==> src/rtl/mult_pkg.sv <==
// Shared types and sizing helpers for the digit-serial multiplier controller.
package mult_pkg;

    typedef enum logic [1:0] {
        IDLE = 2'd0,
        CALC = 2'd1,
        DONE = 2'd2
    } state_t;

    function automatic int digits_of(input int width);
        return width / 2;
    endfunction

    // Digit counters never collapse to zero bits, even for a single digit.
    function automatic int cnt_width(input int digits);
        if (digits <= 1) begin
            return 1;
        end else begin
            return $clog2(digits);
        end
    endfunction

endpackage

==> src/rtl/twobitmultiplier.sv <==
// Combinational 2x2-bit unsigned multiplier cell: P = {A1,A0} * {B1,B0}.
module twobitmultiplier (
    input  logic       A0,
    input  logic       A1,
    input  logic       B0,
    input  logic       B1,
    output logic [3:0] P
);

    logic cross_carry_s;

    // Half-adder array over the four bit products
    always_comb begin
        cross_carry_s = A1 & B0 & A0 & B1;
        P[0]          = A0 & B0;
        P[1]          = (A1 & B0) ^ (A0 & B1);
        P[2]          = (A1 & B1) ^ cross_carry_s;
        P[3]          = A1 & B1 & cross_carry_s;
    end

endmodule

==> src/rtl/mult_seq_ctrl.sv <==
// Digit-serial unsigned multiplier: one 2x2 cell stepped over all digit pairs.
// Build option MULT_ZERO_SKIP_EN: zero operands finish one cycle after accept.
module mult_seq_ctrl
    import mult_pkg::*;
#(
    parameter int WIDTH = 8
) (
    input  logic                 clk,
    input  logic                 rst_n,
    input  logic                 in_valid,
    output logic                 in_ready,
    input  logic [WIDTH-1:0]     a,
    input  logic [WIDTH-1:0]     b,
    output logic                 out_valid,
    input  logic                 out_ready,
    output logic [2*WIDTH-1:0]   product,
    output logic                 busy
);

    localparam int DIGITS = digits_of(WIDTH);
    localparam int CW     = cnt_width(DIGITS);
    localparam int PW     = 2 * WIDTH;
    localparam logic [CW-1:0] LAST_DIGIT = CW'(DIGITS - 1);
    localparam logic [CW-1:0] ONE_DIGIT  = CW'(1);

    if (((WIDTH % 2) != 0) || (WIDTH < 2)) begin : g_width_check
        $error("mult_seq_ctrl: WIDTH must be even and at least 2");
    end

    state_t            state_r;
    logic [WIDTH-1:0]  a_reg_r;
    logic [WIDTH-1:0]  b_reg_r;
    logic [CW-1:0]     i_r;
    logic [CW-1:0]     j_r;
    logic [PW-1:0]     acc_r;
    logic [1:0]        a_dig_s;
    logic [1:0]        b_dig_s;
    logic [3:0]        pp_s;
    logic [CW+1:0]     shift_s;
    logic [PW-1:0]     pp_ext_s;
    logic [PW-1:0]     acc_next_s;
    logic              zero_hit_s;

    // Digit selection, partial-product alignment and the next accumulator value
    always_comb begin
        a_dig_s        = 2'(a_reg_r >> {i_r, 1'b0});
        b_dig_s        = 2'(b_reg_r >> {j_r, 1'b0});
        shift_s        = {({1'b0, i_r} + {1'b0, j_r}), 1'b0};
        pp_ext_s       = '0;
        pp_ext_s[3:0]  = pp_s;
        acc_next_s     = acc_r + (pp_ext_s << shift_s);
`ifdef MULT_ZERO_SKIP_EN
        zero_hit_s     = (a_reg_r == '0) || (b_reg_r == '0);
`else
        zero_hit_s     = 1'b0;
`endif
    end

    twobitmultiplier u_cell (
        .A0 (a_dig_s[0]),
        .A1 (a_dig_s[1]),
        .B0 (b_dig_s[0]),
        .B1 (b_dig_s[1]),
        .P  (pp_s)
    );

    // Control FSM with registered handshakes and the shift-accumulate datapath
    always_ff @(posedge clk or negedge rst_n) begin
        if (!rst_n) begin
            state_r   <= IDLE;
            in_ready  <= 1'b1;
            out_valid <= 1'b0;
            busy      <= 1'b0;
            product   <= '0;
            a_reg_r   <= '0;
            b_reg_r   <= '0;
            i_r       <= '0;
            j_r       <= '0;
            acc_r     <= '0;
        end else begin
            case (state_r)
                IDLE: begin
                    if (in_valid && in_ready) begin
                        a_reg_r  <= a;
                        b_reg_r  <= b;
                        acc_r    <= '0;
                        i_r      <= '0;
                        j_r      <= '0;
                        in_ready <= 1'b0;
                        busy     <= 1'b1;
                        state_r  <= CALC;
                    end
                end
                CALC: begin
                    // A zero operand is detected on the first CALC cycle, one cycle after accept
                    if (zero_hit_s) begin
                        acc_r     <= '0;
                        product   <= '0;
                        out_valid <= 1'b1;
                        state_r   <= DONE;
                    end else begin
                        acc_r <= acc_next_s;
                        if (j_r == LAST_DIGIT) begin
                            j_r <= '0;
                            if (i_r == LAST_DIGIT) begin
                                i_r       <= '0;
                                product   <= acc_next_s;
                                out_valid <= 1'b1;
                                state_r   <= DONE;
                            end else begin
                                i_r <= i_r + ONE_DIGIT;
                            end
                        end else begin
                            j_r <= j_r + ONE_DIGIT;
                        end
                    end
                end
                DONE: begin
                    if (out_ready) begin
                        out_valid <= 1'b0;
                        in_ready  <= 1'b1;
                        busy      <= 1'b0;
                        state_r   <= IDLE;
                    end
                end
                default: begin
                    state_r   <= IDLE;
                    in_ready  <= 1'b1;
                    out_valid <= 1'b0;
                    busy      <= 1'b0;
                end
            endcase
        end
    end

endmodule

==> config.mk <==
export PLATFORM = sky130hd
export DESIGN_NAME = mult_seq_ctrl
export DESIGN_NICKNAME = d
export VERILOG_FILES = /design/src/rtl/mult_pkg.sv /design/src/rtl/twobitmultiplier.sv /design/src/rtl/mult_seq_ctrl.sv
export SDC_FILE = /design/constraint.sdc
export NUM_CORES = 1
export LEC_CHECK = 0
export ABC_AREA = 1
export CAP_MARGIN = 20
export CORE_UTILIZATION = 30
export DETAILED_ROUTE_END_ITERATION = 8
export GPL_TIMING_DRIVEN = 0
export PLACE_DENSITY = 0.52
export SLEW_MARGIN = 15
export SYNTH_ARGS = -nofsm -noshare
export SYNTH_HDL_FRONTEND = slang
export SYNTH_HIERARCHICAL = 1
export SYNTH_SLANG_ARGS = --single-unit
==> constraint.sdc <==
create_clock -name clk -period 4 [get_ports clk]
set_clock_uncertainty 0.15 [all_clocks]
set_input_delay 0.8 -clock clk [delete_from_list [all_inputs] [get_ports clk]]
set_output_delay 0.8 -clock clk [all_outputs]
set_load 0.01 [all_outputs]
run_1/m1.png
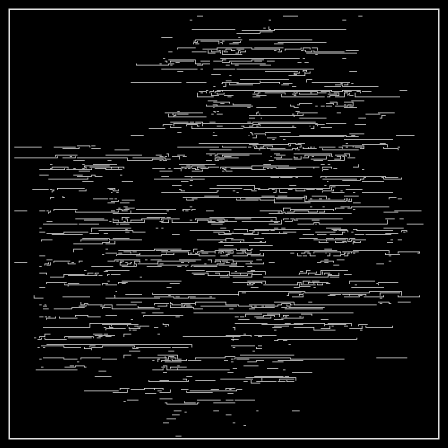
longest straight run = 40.9 um
main direction = horizontal

run_1/m2.png
Bar = 20 um. Cells faint in the background.
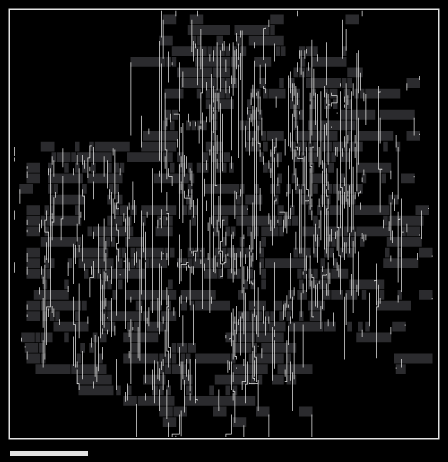
nets with wire on the layer = 428
longest straight run = 67.3 um
share of all routed wire = 46%
main direction = vertical
wire length on this layer = 3900 um

==> flow_summary.rst, run 1 <==
Metrics
=======

.. list-table::
   :header-rows: 1

   * - Metric
     - Value
   * - Number of inserted filler cells in the final layout
     - 1167
   * - Global-route track usage on met2
     - between 20% and 30%
   * - Number of flops mapped to enable cells by yosys
     - 0
   * - Source of the critical timing path
     - i_r[0]$_DFFE_PN0P_
   * - Number of placed cells counting well taps
     - 667
   * - Worst R2R End
     - product[7]$_DFFE_PN0P_
   * - Root buffer selected by CTS
     - clkbuf_16
   * - Arr. time, crit path
     - approximately 3500 ps
   * - Total length of routed met2 wires
     - a little under 4000 um
   * - Max-slew violation total from the final report
     - 0
   * - Antenna cell count
     - 0
   * - Element type at the critical path end
     - flop
   * - Nonclk inv count
     - roughly 54
   * - Logic gate fraction of the total cell area
     - ~40%
   * - Sequential share of power
     - 26.1%
   * - Area after detailed placement
     - slightly above 0.004 sq mm
   * - Total Negative Setup Slacks
     - 0 ps
   * - GRT met3 Usage
     - under 10%
   * - Final hold vios
     - 0
   * - Simple-Gate Area Share
     - 36.5%
   * - Final critical-path setup slack
     - about 550 ps
   * - Fa+ha+maj area frac
     - just under 8%
   * - Result of the run
     - complete, no violations
   * - Comb pwr share
     - ~50%
   * - Most frequent logic cell in the layout
     - nand2_1
   * - Die width
     - between 100 and 150 um
   * - Switching component of the power
     - 1.62 mW
   * - Floorplan-stage core utilization
     - a little under a third
   * - Count of input and output buffers
     - 38
   * - Total power per unit cell area
     - 881 mW/mm^2
   * - Critical path type
     - reg -> reg
   * - Crit share post-route
     - between 80% and 90%
   * - Design internal power
     - approximately 2.3 mW
   * - Setup repair after global routing missed its margin
     - false
   * - Met3 WL
     - ~290 um
   * - Post-detail-place hpwl
     - between 6000 and 7000 um
   * - Dominant logic cell types in the final layout
     - nand2_1, dfrtp_1, inv_1
   * - Type of origin of the critical path
     - flop
   * - Floorplan core area
     - around 0.011 sq mm
   * - Gates resized, CTS repair
     - 0
   * - Synth unique cells
     - 32
   * - Post-CTS setup buffer count
     - 0
   * - Final Wtd Congestion
     - a little over 0.8
   * - Cell type contributing the most total cell area after synthesis
     - dfrtp_1
   * - Overall routed net length
     - between 8000 and 9000 um
   * - Kind of path behind the tightest hold check
     - in -> async
   * - Number of design rule violations left after detail routing
     - 0
   * - Sequential fraction of total cell area
     - about a third
   * - Number of sequential storage elements
     - between 50 and 60
   * - Clock buf count
     - 12
   * - Proportion of synthesized area in mux cells
     - less than 1%
   * - Count of non-filler cells in the finished layout
     - around 680
   * - Sequential fraction of the synthesis area
     - roughly 41%
   * - Global route overflow
     - 0
   * - Clock transition at path regs
     - approximately 50 ps
   * - Top Metal Used
     - met4
   * - Mapped Avg Cell Area
     - 7.20 sq um
   * - Top logic cell family in the synthesized netlist
     - simple AND/OR/NAND/NOR gates
   * - Clock Sink Count
     - 57
   * - Synthesized flop and latch total
     - 57
   * - TritonCTS clock tree
     - built
   * - Antenna violations before repair
     - 0
   * - Number of warning messages in the logs
     - 26
   * - Worst hold slack after final layout
     - 278 ps
   * - Global-route wire length before repair
     - roughly 15000 um
   * - Fraction of synthesized cell area in xor and xnor cells
     - under 10%
   * - Number of tap instances
     - around 140
   * - Level count of the clock H-tree
     - 3
   * - Lkg Pwr
     - 2.39 nW
   * - Max-capacitance violation count
     - 0
   * - Synthesis Warnings
     - 6
   * - Syn Std Cell Area
     - roughly 0.0035 sq mm
   * - ClkCell Share
     - between 8 and 9%
   * - Overall via count from detail_route
     - between 3000 and 4000
   * - Required time at the endpoint of the critical path
     - 4070 ps
   * - Non-clock buffer instance count of the final layout
     - 47
   * - Synth top area share
     - between 40 and 50%
   * - Largest registers ranked by flip-flop count
     - acc_r: 16 flops, product: 16 flops
   * - Footprint of the multi-input gates
     - about 0.0018 sq mm
   * - Most instantiated cells after synthesis
     - nand2_1, dfrtp_1, inv_1, nand3_1, nor2_1
   * - Area contributors post-synth
     - dfrtp_1, nand2_1, ha_1
   * - I/O pins
     - 39
   * - Capturing element of the worst setup path
     - product[7]$_DFFE_PN0P_
   * - Top Usage Layer GRT
     - met2
   * - Met1 Resource Use GR
     - 21.0%
   * - Site row count
     - 39
   * - Share of power burned in the clock network
     - between 20% and 30%
   * - Async SR Flop Fraction
     - 100%
   * - Number of buffers inserted by hold repair at cts
     - 0
   * - Comb_multi_in
     - about 370
run_1/m3.png
Bar = 20 um.
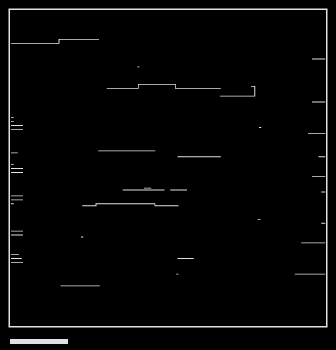
longest straight run = 20.5 um
nets with wire on the layer = 32
wire length on this layer = 289 um
share of all routed wire = 3.4%
main direction = horizontal

## run 1: power by group through the flow
stage | clock network (mW) | logic [mW] | registers, mW
after floorplan | 0 | 1.38 | 1.03
after global placement | 0 | 1.91 | 1.03
after detailed placement | 0 | 1.95 | 1.03
after CTS | 0.956 | 1.96 | 1.03
after global routing | 0.976 | 2.26 | 1.06
final | 0.936 | 1.95 | 1.02
## run 1: critical path, cell delays in order, from the launching register on
cell and delay, ps:
dfrtp_1 450, inv_1 170, o21ai_0 90, o22ai_1 230, nand2_1 140, nor2_1 120, ha_1 250, mux2i_1 320
nor3_1 100, ha_1 330, or2_2 310, nand3_1 90, nand2_1 120, or2_2 310, nand3_1 100, nand2_1 50
==> run 2: changes to the inputs <==
PLACE_DENSITY = not set   (was 0.52)
PLACE_DENSITY_LB_ADDON = 0.25   (was not set)
run_2/m1.png
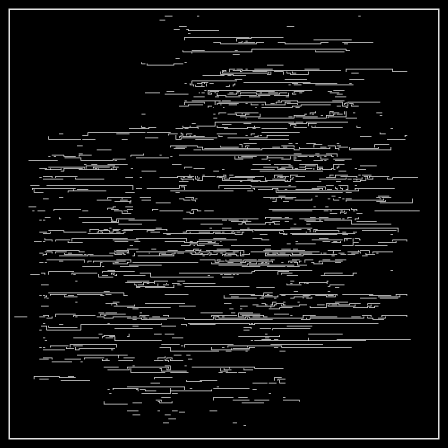
nets with wire on the layer = 516
wire length on this layer = 4180 um

run_2/m2.png
Bar = 20 um. Cells faint in the background.
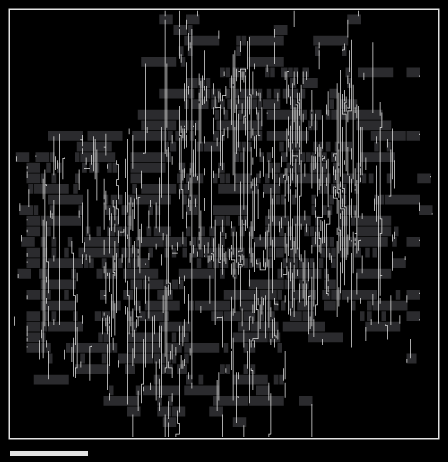
wire length on this layer = 3900 um
main direction = vertical
longest straight run = 89.8 um

==> run 2 against run 1 <==
Effect of this change:
- fmax down 2.8%
- cell count down 0.15%
- global-route usage decreased by 0.35 points
- first-iteration DRC count shrank 29%
- via count grew 1.2%
- worst setup slack lost 98 ps
- largest power group unchanged
==> flow_summary.rst, run 2 <==
Metrics
=======

.. list-table::
   :header-rows: 1

   * - Metric
     - Value
   * - Result of the run
     - complete, no violations
   * - Power dissipated in sequential cells
     - a little over 1 mW
   * - Total power per unit cell area
     - roughly 880 mW/mm^2
   * - Clk pwr
     - roughly 900 uW
   * - Number of placed cells counting well taps
     - around 670
   * - Mapped Avg Cell Area
     - 7.20 sq um
   * - Global-route track usage on met2
     - approximately a quarter
   * - Number of stages on the worst setup path
     - 17
   * - Comb pwr share
     - about half
   * - Most frequent logic cell in the layout
     - nand2_1
   * - Count of non-filler cells in the finished layout
     - just under 700
   * - Global route overflow
     - 0
   * - Cells along the critical path
     - inv_1, o21ai_0, o22ai_1, nand2_1, nor2_1, ha_1, inv_1, o21ai_0, nand2_1, nor2_1, ha_1, or2_2, nand3b_1, nand2_1, or2_2, nand3_1, nand2_1
   * - Worst path slowest cell
     - dfrtp_1
   * - Antenna violations before repair
     - 0
   * - Setup repair after global routing missed its margin
     - false
   * - Capturing element of the worst setup path
     - acc_r[6]$_DFFE_PN0P_
   * - Share of power burned in the clock network
     - 23.3%
   * - Root buffer selected by CTS
     - clkbuf_16
   * - Level count of the clock H-tree
     - 3
   * - Clock transition at path regs
     - roughly 60 ps
   * - Synthesized flop and latch total
     - 57
   * - Sequential share of power
     - between 20% and 30%
   * - Post-detail-place hpwl
     - approximately 6300 um
   * - Floorplan core area
     - 0.0114 sq mm
   * - Die width
     - approximately 110 um
   * - I/O pins
     - 39
   * - Met1 Resource Use GR
     - ~20%
   * - Floorplan-stage core utilization
     - about 30%
   * - Gates resized, CTS repair
     - 0
   * - Max-slew violation total from the final report
     - 0
   * - Global-route wire length before repair
     - between 10000 and 15000 um
   * - Worst hold slack after final layout
     - about 320 ps
   * - Clock Sink Count
     - 57
   * - Max incr delay on CP
     - 450 ps
   * - Top Usage Layer GRT
     - met2
   * - Required time at the endpoint of the critical path
     - about 4100 ps
   * - Area after detailed placement
     - between 0.004 and 0.005 sq mm
   * - Number of warning messages in the logs
     - 26
   * - Kind of cell adding the most delay to the critical path
     - simple AND/OR/NAND/NOR gates
   * - Synth top area share
     - about two fifths
   * - Cell type contributing the most total cell area after synthesis
     - dfrtp_1
   * - Number of flops mapped to enable cells by yosys
     - 0
   * - Switching component of the power
     - 1.63 mW
   * - GRT met3 Usage
     - approximately 2.7%
   * - Post-CTS setup buffer count
     - 0
   * - Worst R2R End
     - acc_r[6]$_DFFE_PN0P_
   * - Async SR Flop Fraction
     - 100%
   * - Syn Std Cell Area
     - 0.00349 sq mm
   * - Lkg Pwr
     - approximately 2.4 nW
   * - Largest registers ranked by flip-flop count
     - acc_r: 16 flops, product: 16 flops
run_2/closeup.png
Bar = 5 um. Window x 17 to 37, y 72 to 92 um. Cells in grey, sequential cells in the stronger grey; small squares are vias.
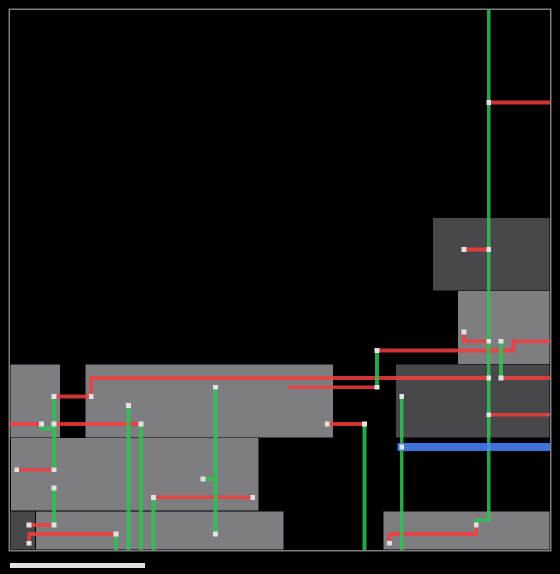
blue -> M3
red -> M1
green -> M2
sequential cells in the window = 4
cells with their middle in the window = 6
netlist names of flops here include = `b_reg_r` (3), `product` (1)
most frequent = dfrtp_1 (4), nand2_1 (1), clkbuf_16 (1)

==> run 2: cell counts after synthesis <==
No cell type changed its count.
==> run 2: cells by family after synthesis <==
kind of cell	after synthesis	synth area share (%)
DFF	57	40.9
xor gates and xnor gates	4	1.00
and+or+nand+nor	305	36.5
muxes	1	0.287
adders and majority gates	21	7.96
buffers and inverters	62	7.39
AOI/OAI and AO/OA	35	5.95
==> run 2: layout make-up <==
type / instances / area, sq um
inverters: 54 / 208
plain buffers: 8 / 50.0
repair buffers: 38 / 378
multi-input cells: 366 / 1800
clock inverters: 7 / 119
flip-flops and latches: 57 / 1430
well taps: 143 / 179
fillers: 1210 / 6980
clock buffers: 9 / 225
Power figures rest on the tool's default switching activity, not on a simulated workload.
